===== src/rtl/uart_pkg.sv =====
// Shared definitions for the UART receive bridge: parity modes, receive FSM
// encoding and the payload parity helper.
package uart_pkg;

  localparam logic [1:0] PARITY_NONE = 2'd0;
  localparam logic [1:0] PARITY_ODD  = 2'd1;
  localparam logic [1:0] PARITY_EVEN = 2'd2;

  typedef enum logic [2:0] {
    ST_IDLE   = 3'd0,
    ST_START  = 3'd1,
    ST_DATA   = 3'd2,
    ST_PARITY = 3'd3,
    ST_STOP   = 3'd4
  } rx_state_e;

  // Expected parity bit for up to 9 payload bits; zero-extension leaves the XOR unchanged.
  function automatic logic parity_bit(input logic [8:0] data, input logic [1:0] mode);
    logic p;
    p = ^data;
    case (mode)
      PARITY_ODD:  parity_bit = ~p;
      PARITY_EVEN: parity_bit = p;
      default:     parity_bit = 1'b0;
    endcase
  endfunction

endpackage


===== src/rtl/uart_rx_bridge_if.sv =====
// Write port toward the downstream FIFO: registered data, write strobe and
// the FIFO-full back-pressure.
interface uart_rx_bridge_if #(
  parameter int DATA_BITS = 8
) ();
  logic [DATA_BITS-1:0] data_in;
  logic                 data_in_write;
  logic                 data_in_full;

  modport master (output data_in, output data_in_write, input data_in_full);
  modport slave  (input data_in, input data_in_write, output data_in_full);
endinterface


===== src/rtl/uart_rx_os.sv =====
// Oversampling UART deserialiser: line synchroniser, receive FSM and
// frame/parity error detection with registered one-cycle result pulses.
module uart_rx_os
  import uart_pkg::*;
#(
  parameter int DATA_BITS  = 8,
  parameter int PARITY     = 0,
  parameter int STOP_BITS  = 1,
  parameter int OVERSAMPLE = 16
) (
  input  logic                 clk,
  input  logic                 rst_n,
  input  logic                 baud_tick,
  input  logic                 rx_wire,
  output logic [DATA_BITS-1:0] rx_data_o,
  output logic                 rx_valid_o,
  output logic                 frame_err_o,
  output logic                 parity_err_o
);

  localparam int CW = $clog2(OVERSAMPLE);
  localparam logic [CW-1:0] HALF_LAST = CW'(OVERSAMPLE / 2 - 1);
  localparam logic [CW-1:0] FULL_LAST = CW'(OVERSAMPLE - 1);
  localparam logic [3:0]    BIT_LAST  = 4'(DATA_BITS - 1);
  localparam logic          STOP_LAST = 1'(STOP_BITS - 1);
  localparam logic [1:0]    PAR_MODE  = 2'(PARITY);

  logic [1:0]           sync_q;
  logic                 rx_s;
  logic                 stop_bad_s;
  rx_state_e            state_q, state_d;
  logic [CW-1:0]        cnt_q, cnt_d;
  logic [3:0]           bit_q, bit_d;
  logic                 stop_idx_q, stop_idx_d;
  logic [DATA_BITS-1:0] shift_q, shift_d;
  logic                 par_q, par_d;
  logic                 stop_bad_q, stop_bad_d;
  logic [DATA_BITS-1:0] data_q, data_d;
  logic                 valid_q, valid_d;
  logic                 ferr_q, ferr_d;
  logic                 perr_q, perr_d;

  assign rx_s = sync_q[1];

  // Two-flop synchroniser; resets to the idle (high) line level.
  always_ff @(posedge clk or negedge rst_n) begin
    if (!rst_n) begin
      sync_q <= 2'b11;
    end else begin
      sync_q <= {sync_q[0], rx_wire};
    end
  end

  // Next-state and result logic; state only moves on baud_tick cycles.
  always_comb begin
    state_d    = state_q;
    cnt_d      = cnt_q;
    bit_d      = bit_q;
    stop_idx_d = stop_idx_q;
    shift_d    = shift_q;
    par_d      = par_q;
    stop_bad_d = stop_bad_q;
    data_d     = data_q;
    valid_d    = 1'b0;
    ferr_d     = 1'b0;
    perr_d     = 1'b0;
    stop_bad_s = stop_bad_q | ~rx_s;
    if (baud_tick) begin
      case (state_q)
        ST_IDLE: begin
          if (!rx_s) begin
            state_d = ST_START;
            cnt_d   = '0;
          end else begin
            state_d = ST_IDLE;
          end
        end
        ST_START: begin
          if (cnt_q == HALF_LAST) begin
            cnt_d   = '0;
            bit_d   = 4'd0;
            state_d = rx_s ? ST_IDLE : ST_DATA;
          end else begin
            cnt_d = cnt_q + CW'(1);
          end
        end
        ST_DATA: begin
          if (cnt_q == FULL_LAST) begin
            cnt_d   = '0;
            shift_d = {rx_s, shift_q[DATA_BITS-1:1]};
            if (bit_q == BIT_LAST) begin
              stop_idx_d = 1'b0;
              stop_bad_d = 1'b0;
              state_d    = (PAR_MODE == PARITY_NONE) ? ST_STOP : ST_PARITY;
            end else begin
              bit_d = bit_q + 4'd1;
            end
          end else begin
            cnt_d = cnt_q + CW'(1);
          end
        end
        ST_PARITY: begin
          if (cnt_q == FULL_LAST) begin
            cnt_d   = '0;
            par_d   = rx_s;
            state_d = ST_STOP;
          end else begin
            cnt_d = cnt_q + CW'(1);
          end
        end
        ST_STOP: begin
          if (cnt_q == FULL_LAST) begin
            cnt_d      = '0;
            stop_bad_d = stop_bad_s;
            if (stop_idx_q == STOP_LAST) begin
              state_d = ST_IDLE;
              data_d  = shift_q;
              // A bad stop bit masks any parity verdict for the same frame.
              if (stop_bad_s) begin
                ferr_d = 1'b1;
              end else if ((PAR_MODE != PARITY_NONE) &&
                           (par_q != parity_bit(9'(shift_q), PAR_MODE))) begin
                perr_d = 1'b1;
              end else begin
                valid_d = 1'b1;
              end
            end else begin
              stop_idx_d = 1'b1;
            end
          end else begin
            cnt_d = cnt_q + CW'(1);
          end
        end
        default: begin
          state_d = ST_IDLE;
        end
      endcase
    end else begin
      state_d = state_q;
    end
  end

  // Receive state and result registers.
  always_ff @(posedge clk or negedge rst_n) begin
    if (!rst_n) begin
      state_q    <= ST_IDLE;
      cnt_q      <= '0;
      bit_q      <= 4'd0;
      stop_idx_q <= 1'b0;
      shift_q    <= '0;
      par_q      <= 1'b0;
      stop_bad_q <= 1'b0;
      data_q     <= '0;
      valid_q    <= 1'b0;
      ferr_q     <= 1'b0;
      perr_q     <= 1'b0;
    end else begin
      state_q    <= state_d;
      cnt_q      <= cnt_d;
      bit_q      <= bit_d;
      stop_idx_q <= stop_idx_d;
      shift_q    <= shift_d;
      par_q      <= par_d;
      stop_bad_q <= stop_bad_d;
      data_q     <= data_d;
      valid_q    <= valid_d;
      ferr_q     <= ferr_d;
      perr_q     <= perr_d;
    end
  end

  assign rx_data_o    = data_q;
  assign rx_valid_o   = valid_q;
  assign frame_err_o  = ferr_q;
  assign parity_err_o = perr_q;

endmodule


===== src/rtl/uart_rx_bridge.sv =====
// UART receive bridge: deserialised bytes go through a small hold queue and
// are written to a downstream FIFO, with overrun detection and counting.
module uart_rx_bridge
  import uart_pkg::*;
#(
  parameter int DATA_BITS  = 8,
  parameter int PARITY     = 0,
  parameter int STOP_BITS  = 1,
  parameter int OVERSAMPLE = 16,
  parameter int HOLD_DEPTH = 4
) (
  input  logic             clk,
  input  logic             rst_n,
  input  logic             baud_tick,
  input  logic             rx_wire,
  uart_rx_bridge_if.master wr,
  output logic             frame_err,
  output logic             parity_err,
  output logic             overrun_err,
  output logic [7:0]       overrun_cnt
);

  localparam int AW = $clog2(HOLD_DEPTH);
  typedef logic [AW:0] count_t;
  localparam count_t DEPTH = count_t'(HOLD_DEPTH);

  logic [DATA_BITS-1:0] rx_data_s;
  logic                 rx_valid_s;
  logic [DATA_BITS-1:0] mem_q [HOLD_DEPTH];
  logic [AW-1:0]        rd_q, rd_d;
  logic [AW-1:0]        wr_q, wr_d;
  count_t               count_q, count_d;
  logic [DATA_BITS-1:0] data_q, data_d;
  logic                 write_q, write_d;
  logic                 ovr_q, ovr_d;
  logic [7:0]           ovr_cnt_q, ovr_cnt_d;
  logic                 empty_s, full_s, pop_s, take_s, store_s, drop_s;
  logic [DATA_BITS-1:0] head_s;

  uart_rx_os #(
    .DATA_BITS  (DATA_BITS),
    .PARITY     (PARITY),
    .STOP_BITS  (STOP_BITS),
    .OVERSAMPLE (OVERSAMPLE)
  ) u_os (
    .clk          (clk),
    .rst_n        (rst_n),
    .baud_tick    (baud_tick),
    .rx_wire      (rx_wire),
    .rx_data_o    (rx_data_s),
    .rx_valid_o   (rx_valid_s),
    .frame_err_o  (frame_err),
    .parity_err_o (parity_err)
  );

  // Queue control; an empty queue forwards the arriving byte straight to the
  // output register so the write lands two cycles after the stop sample.
  always_comb begin
    empty_s   = (count_q == count_t'(0));
    full_s    = (count_q == DEPTH);
    pop_s     = !wr.data_in_full && (!empty_s || rx_valid_s);
    take_s    = pop_s && !empty_s;
    store_s   = rx_valid_s && !(empty_s && pop_s) && (!full_s || pop_s);
    drop_s    = rx_valid_s && full_s && !pop_s;
    head_s    = empty_s ? rx_data_s : mem_q[rd_q];
    rd_d      = take_s ? rd_q + AW'(1) : rd_q;
    wr_d      = store_s ? wr_q + AW'(1) : wr_q;
    data_d    = pop_s ? head_s : data_q;
    write_d   = pop_s;
    ovr_d     = drop_s;
    ovr_cnt_d = ovr_cnt_q;
    if (drop_s && (ovr_cnt_q != 8'hFF)) begin
      ovr_cnt_d = ovr_cnt_q + 8'd1;
    end else begin
      ovr_cnt_d = ovr_cnt_q;
    end
    case ({store_s, take_s})
      2'b10:   count_d = count_q + count_t'(1);
      2'b01:   count_d = count_q - count_t'(1);
      default: count_d = count_q;
    endcase
  end

  // Queue storage; validity is tracked by the pointers and count alone.
  always_ff @(posedge clk) begin
    if (store_s) begin
      mem_q[wr_q] <= rx_data_s;
    end
  end

  // Queue pointers and registered outputs.
  always_ff @(posedge clk or negedge rst_n) begin
    if (!rst_n) begin
      rd_q      <= '0;
      wr_q      <= '0;
      count_q   <= '0;
      data_q    <= '0;
      write_q   <= 1'b0;
      ovr_q     <= 1'b0;
      ovr_cnt_q <= 8'd0;
    end else begin
      rd_q      <= rd_d;
      wr_q      <= wr_d;
      count_q   <= count_d;
      data_q    <= data_d;
      write_q   <= write_d;
      ovr_q     <= ovr_d;
      ovr_cnt_q <= ovr_cnt_d;
    end
  end

  assign wr.data_in       = data_q;
  assign wr.data_in_write = write_q;
  assign overrun_err      = ovr_q;
  assign overrun_cnt      = ovr_cnt_q;

endmodule

===== src/flat_wrapper.sv =====
// flat-port wrapper written by rule: the top's interface ports become plain ports
module uart_rx_bridge_flat import uart_pkg::*;
#(
  parameter int DATA_BITS  = 8,
  parameter int PARITY     = 0,
  parameter int STOP_BITS  = 1,
  parameter int OVERSAMPLE = 16,
  parameter int HOLD_DEPTH = 4
)
  (clk, rst_n, baud_tick, rx_wire, frame_err, parity_err, overrun_err, overrun_cnt, wr_data_in, wr_data_in_write, wr_data_in_full);
  uart_rx_bridge_if #(.DATA_BITS(DATA_BITS)) wr_i ();
  input  logic clk;
  input  logic rst_n;
  input  logic baud_tick;
  input  logic rx_wire;
  output logic frame_err;
  output logic parity_err;
  output logic overrun_err;
  output logic [7:0] overrun_cnt;
  output wire logic [$bits(wr_i.data_in)-1:0] wr_data_in;
  output wire logic [$bits(wr_i.data_in_write)-1:0] wr_data_in_write;
  input wire logic [$bits(wr_i.data_in_full)-1:0] wr_data_in_full;
  assign wr_data_in = wr_i.data_in;
  assign wr_data_in_write = wr_i.data_in_write;
  assign wr_i.data_in_full = wr_data_in_full;
  uart_rx_bridge #(.DATA_BITS(DATA_BITS), .PARITY(PARITY), .STOP_BITS(STOP_BITS), .OVERSAMPLE(OVERSAMPLE), .HOLD_DEPTH(HOLD_DEPTH)) u_core (.clk(clk), .rst_n(rst_n), .baud_tick(baud_tick), .rx_wire(rx_wire), .wr(wr_i), .frame_err(frame_err), .parity_err(parity_err), .overrun_err(overrun_err), .overrun_cnt(overrun_cnt));
endmodule

===== config.mk =====
export PLATFORM = sky130hd
export DESIGN_NAME = uart_rx_bridge_flat
export DESIGN_NICKNAME = d
export VERILOG_FILES = /design/src/rtl/uart_pkg.sv /design/src/rtl/uart_rx_bridge_if.sv /design/src/rtl/uart_rx_os.sv /design/src/rtl/uart_rx_bridge.sv /design/src/flat_wrapper.sv
export SDC_FILE = /design/constraint.sdc
export NUM_CORES = 1
export LEC_CHECK = 0
export ABC_AREA = 1
export CAP_MARGIN = 30
export CORE_UTILIZATION = 52
export CTS_BUF_LIST = sky130_fd_sc_hd__clkbuf_16
export CTS_CLUSTER_DIAMETER = 80
export CTS_CLUSTER_SIZE = 8
export DETAILED_ROUTE_END_ITERATION = 12
export PLACE_DENSITY = 0.71
export REMOVE_ABC_BUFFERS = 1
export SYNTH_ARGS = -nofsm -noshare
export SYNTH_HDL_FRONTEND = slang
export SYNTH_HIERARCHICAL = 1
export SYNTH_SLANG_ARGS = --single-unit

===== constraint.sdc =====
create_clock -name clk -period 5.6 [get_ports clk]
set_clock_uncertainty 0.05 [all_clocks]
set_input_delay 1.12 -clock clk [delete_from_list [all_inputs] [get_ports clk]]
set_output_delay 1.12 -clock clk [all_outputs]
set_load 0.01 [all_outputs]

closeup.png
The bar under the picture is 5 µm long. Region (60, 60) to (80, 80) µm. Cells in grey, sequential cells in the stronger grey; small squares are vias.
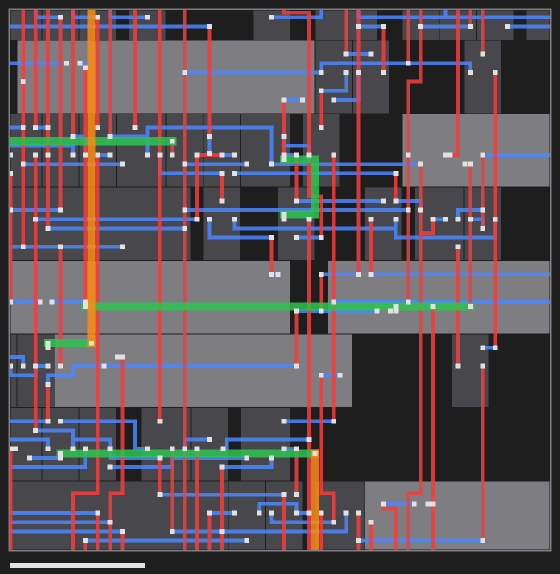
[M3] green
[M4] orange
[M2] red
[M1] blue
netlist names of flops here include: u_core/mem_q (5)
sequential cells in the window: 5
most frequent: nand2_1 (19), nand3_1 (6), edfxtp_1 (5)
cells with their middle in the window: 34

congestion_map.png
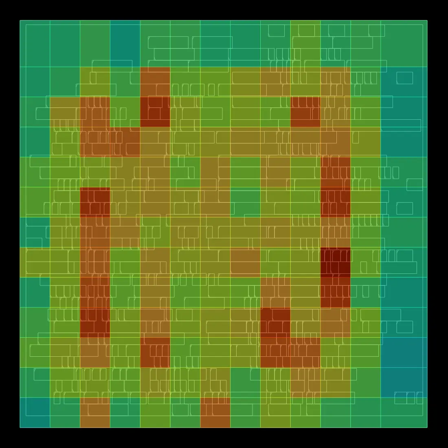
met2 usage: 31.9%
WL per Instance: 12.1 µm
met1 Usage GRT: 23.7%

m1.png
The bar under the picture is 20 µm long. Cells faint in the background.
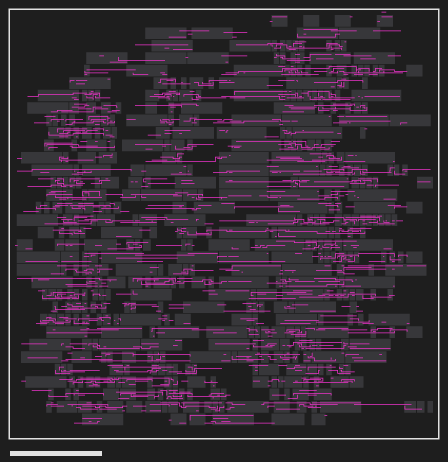
share of all routed wire: 45%
longest straight run: 21.6 µm
Via Count: 2989
Post-Route WL: 7.36 mm

layers.png
The bar under the picture is 20 µm long. Only two layers are drawn.
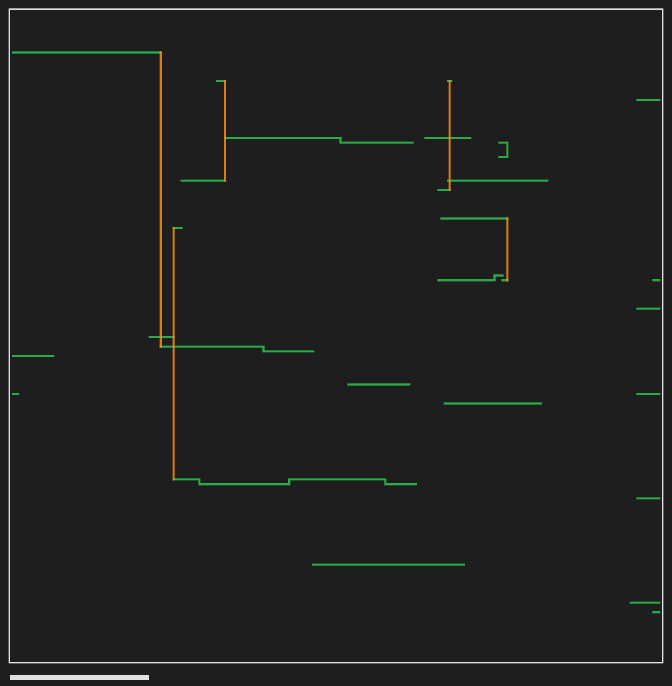
[M3] green | wire length: 236 µm
[M4] orange | wire length: 117 µm

==> CHANGELOG.md <==
### Implementation results

- Top cells excl fill/tap: nand2_1 (152), dfrtp_1 (55), inv_1 (54)
- Nets: between 500 and 600
- # DRC: 0
- R2R Path End: u_core/count_q[2]
- R2R Setup Slk: 3.31 ns
- Sw frac: between 30% and 40%
- Share of layout cells above drive strength 1: between 10% and 20%
- Int Power: about 1.3 mW
- Number of buffers added on ports: 23
- Critical path peak fanout: 7
- Signal buf overhead: between 4 and 5%
- Final min period: about 2.9 ns
- Pre-CTS setup slack: roughly 2.3 ns
- WHS Endpoint: u_core/u_os/sync_q[1]
- Syn Area/Cell: slightly above 9 µm²
- Crit path capture type: flop
- DRT Pass-1 Iters: 4
- 1st-iter DRT viols: approximately 140
- Final Max Slew Viols: 0
- #MultiIn Comb: approximately 310
- Inverters: 59
- CP max stage delay: 0.51 ns
- Clock latency on the worst-skew pair: 0.33 ns
- End of the critical path: u_core/count_q[2]
- Cells after synthesis: between 400 and 500
- Die Ht: just over 90 µm
- Clk power: between 0.6 and 0.7 mW
- Placed inst area: around 0.0046 mm²
- Dominant combinational family: simple AND/OR/NAND/NOR gates
- Mux frac, synth: 0%
- Top cells by count, synth: nand2_1 (152), dfrtp_1 (55), inv_1 (54), nor2_1 (41), nand3_1 (33)
- Final TNS setup: 0 ns
- Placer Congestion: 0.787
- WP depth: 11
- AO/OA Area Share: around 4.5%
- Yosys stat area: approximately 0.0044 mm²
- Endpoints failing hold: 0
- Yosys top cell by area: dfrtp_1
- Hold Buf Count CTS: 0
- Post-CTS Setup Repair Bufs: 0
- Top-Level Pins: 25
- Hold path start: u_core/u_os/sync_q[0]
- Final Setup Violations: 0
- Sequential Area: roughly 0.0024 mm²
- CTS tree: done
- Dominant cell area share: a little under a third
- Most flop-heavy register: u_core/mem_q
- Pwr/cell area: ~400 mW/mm²
- CP Launch Type: primary input
- Top cell type by instance count after synthesis: nand2_1
- Combinational logic power: roughly 0.52 mW
- Synth Flop Type: dfrtp_1
- R2R cell count: 11
- Dominant kind of cell by area: registers
- Yosys warns: 6
- Largest net degree at the start of global routing: about 58
- Combinational fraction of the cell area: around a third
- GRT met3 Usage: about 4.8%
- Number of buffers created by CTS: 9
- Clock-cell share of area: roughly 6.2%
- Vias in the first global route: 2862
- Sequential-to-total area share from yosys stat: 54.9%
- Routed length on met2: between 3 and 4 mm
- Logic area: around 0.0017 mm²
- Clock transition at the registers of the reported paths: approximately 0.060 ns
- Synth unique cells: 31
- CTS max path bufs: 2
- Gr usage total: between 10% and 20%
- Initial antenna violation count: 0
- Worst path slowest cell: clkdlybuf4s50_1
- Reg2reg start: u_core/count_q[1]
- Flop share of the area: roughly 48%
- N_taps: roughly 110
- Sink Count: between 80 and 90
- Largest register FFs: 32
- Flop and latch count out of synthesis: 89
- Worst-path cell chain: clkdlybuf4s50_1, inv_1, nand2_2, nand2_2, nand2_4, ha_1, inv_1, fa_1, or2_2, nand2_1, xor2_1
- CP top delay family: simple AND/OR/NAND/NOR gates
- Non-clock buffers: 24
- Clock Tree Root: clkbuf_16
- Min Hold Slack: 0.310 ns
- Area Overhead vs Synth: 13.7%
- Post-synth EDFFs: 32
- H-tree levels: 3
- FP Core Util: between 50% and 60%
- Max-cap violation count: 0
- Most used logic cell in the final layout: nand2_1
- Fmax: approximately 340 MHz
- Tool Warnings: 28
- Status: finished, final reports clean
- Basic Gates by Area: a little under 30%
- Registers: 89
- Number of cells in Yosys stat: about 470
- Clkbuf count: 9
- Clk pwr share: between 30% and 40%
- Yosys adder share: about 2.8%
- Worst vdd ir: 0.000196 V
- First-pass GRT wire length: around 13 mm
Power and IR drop assume default switching activity.
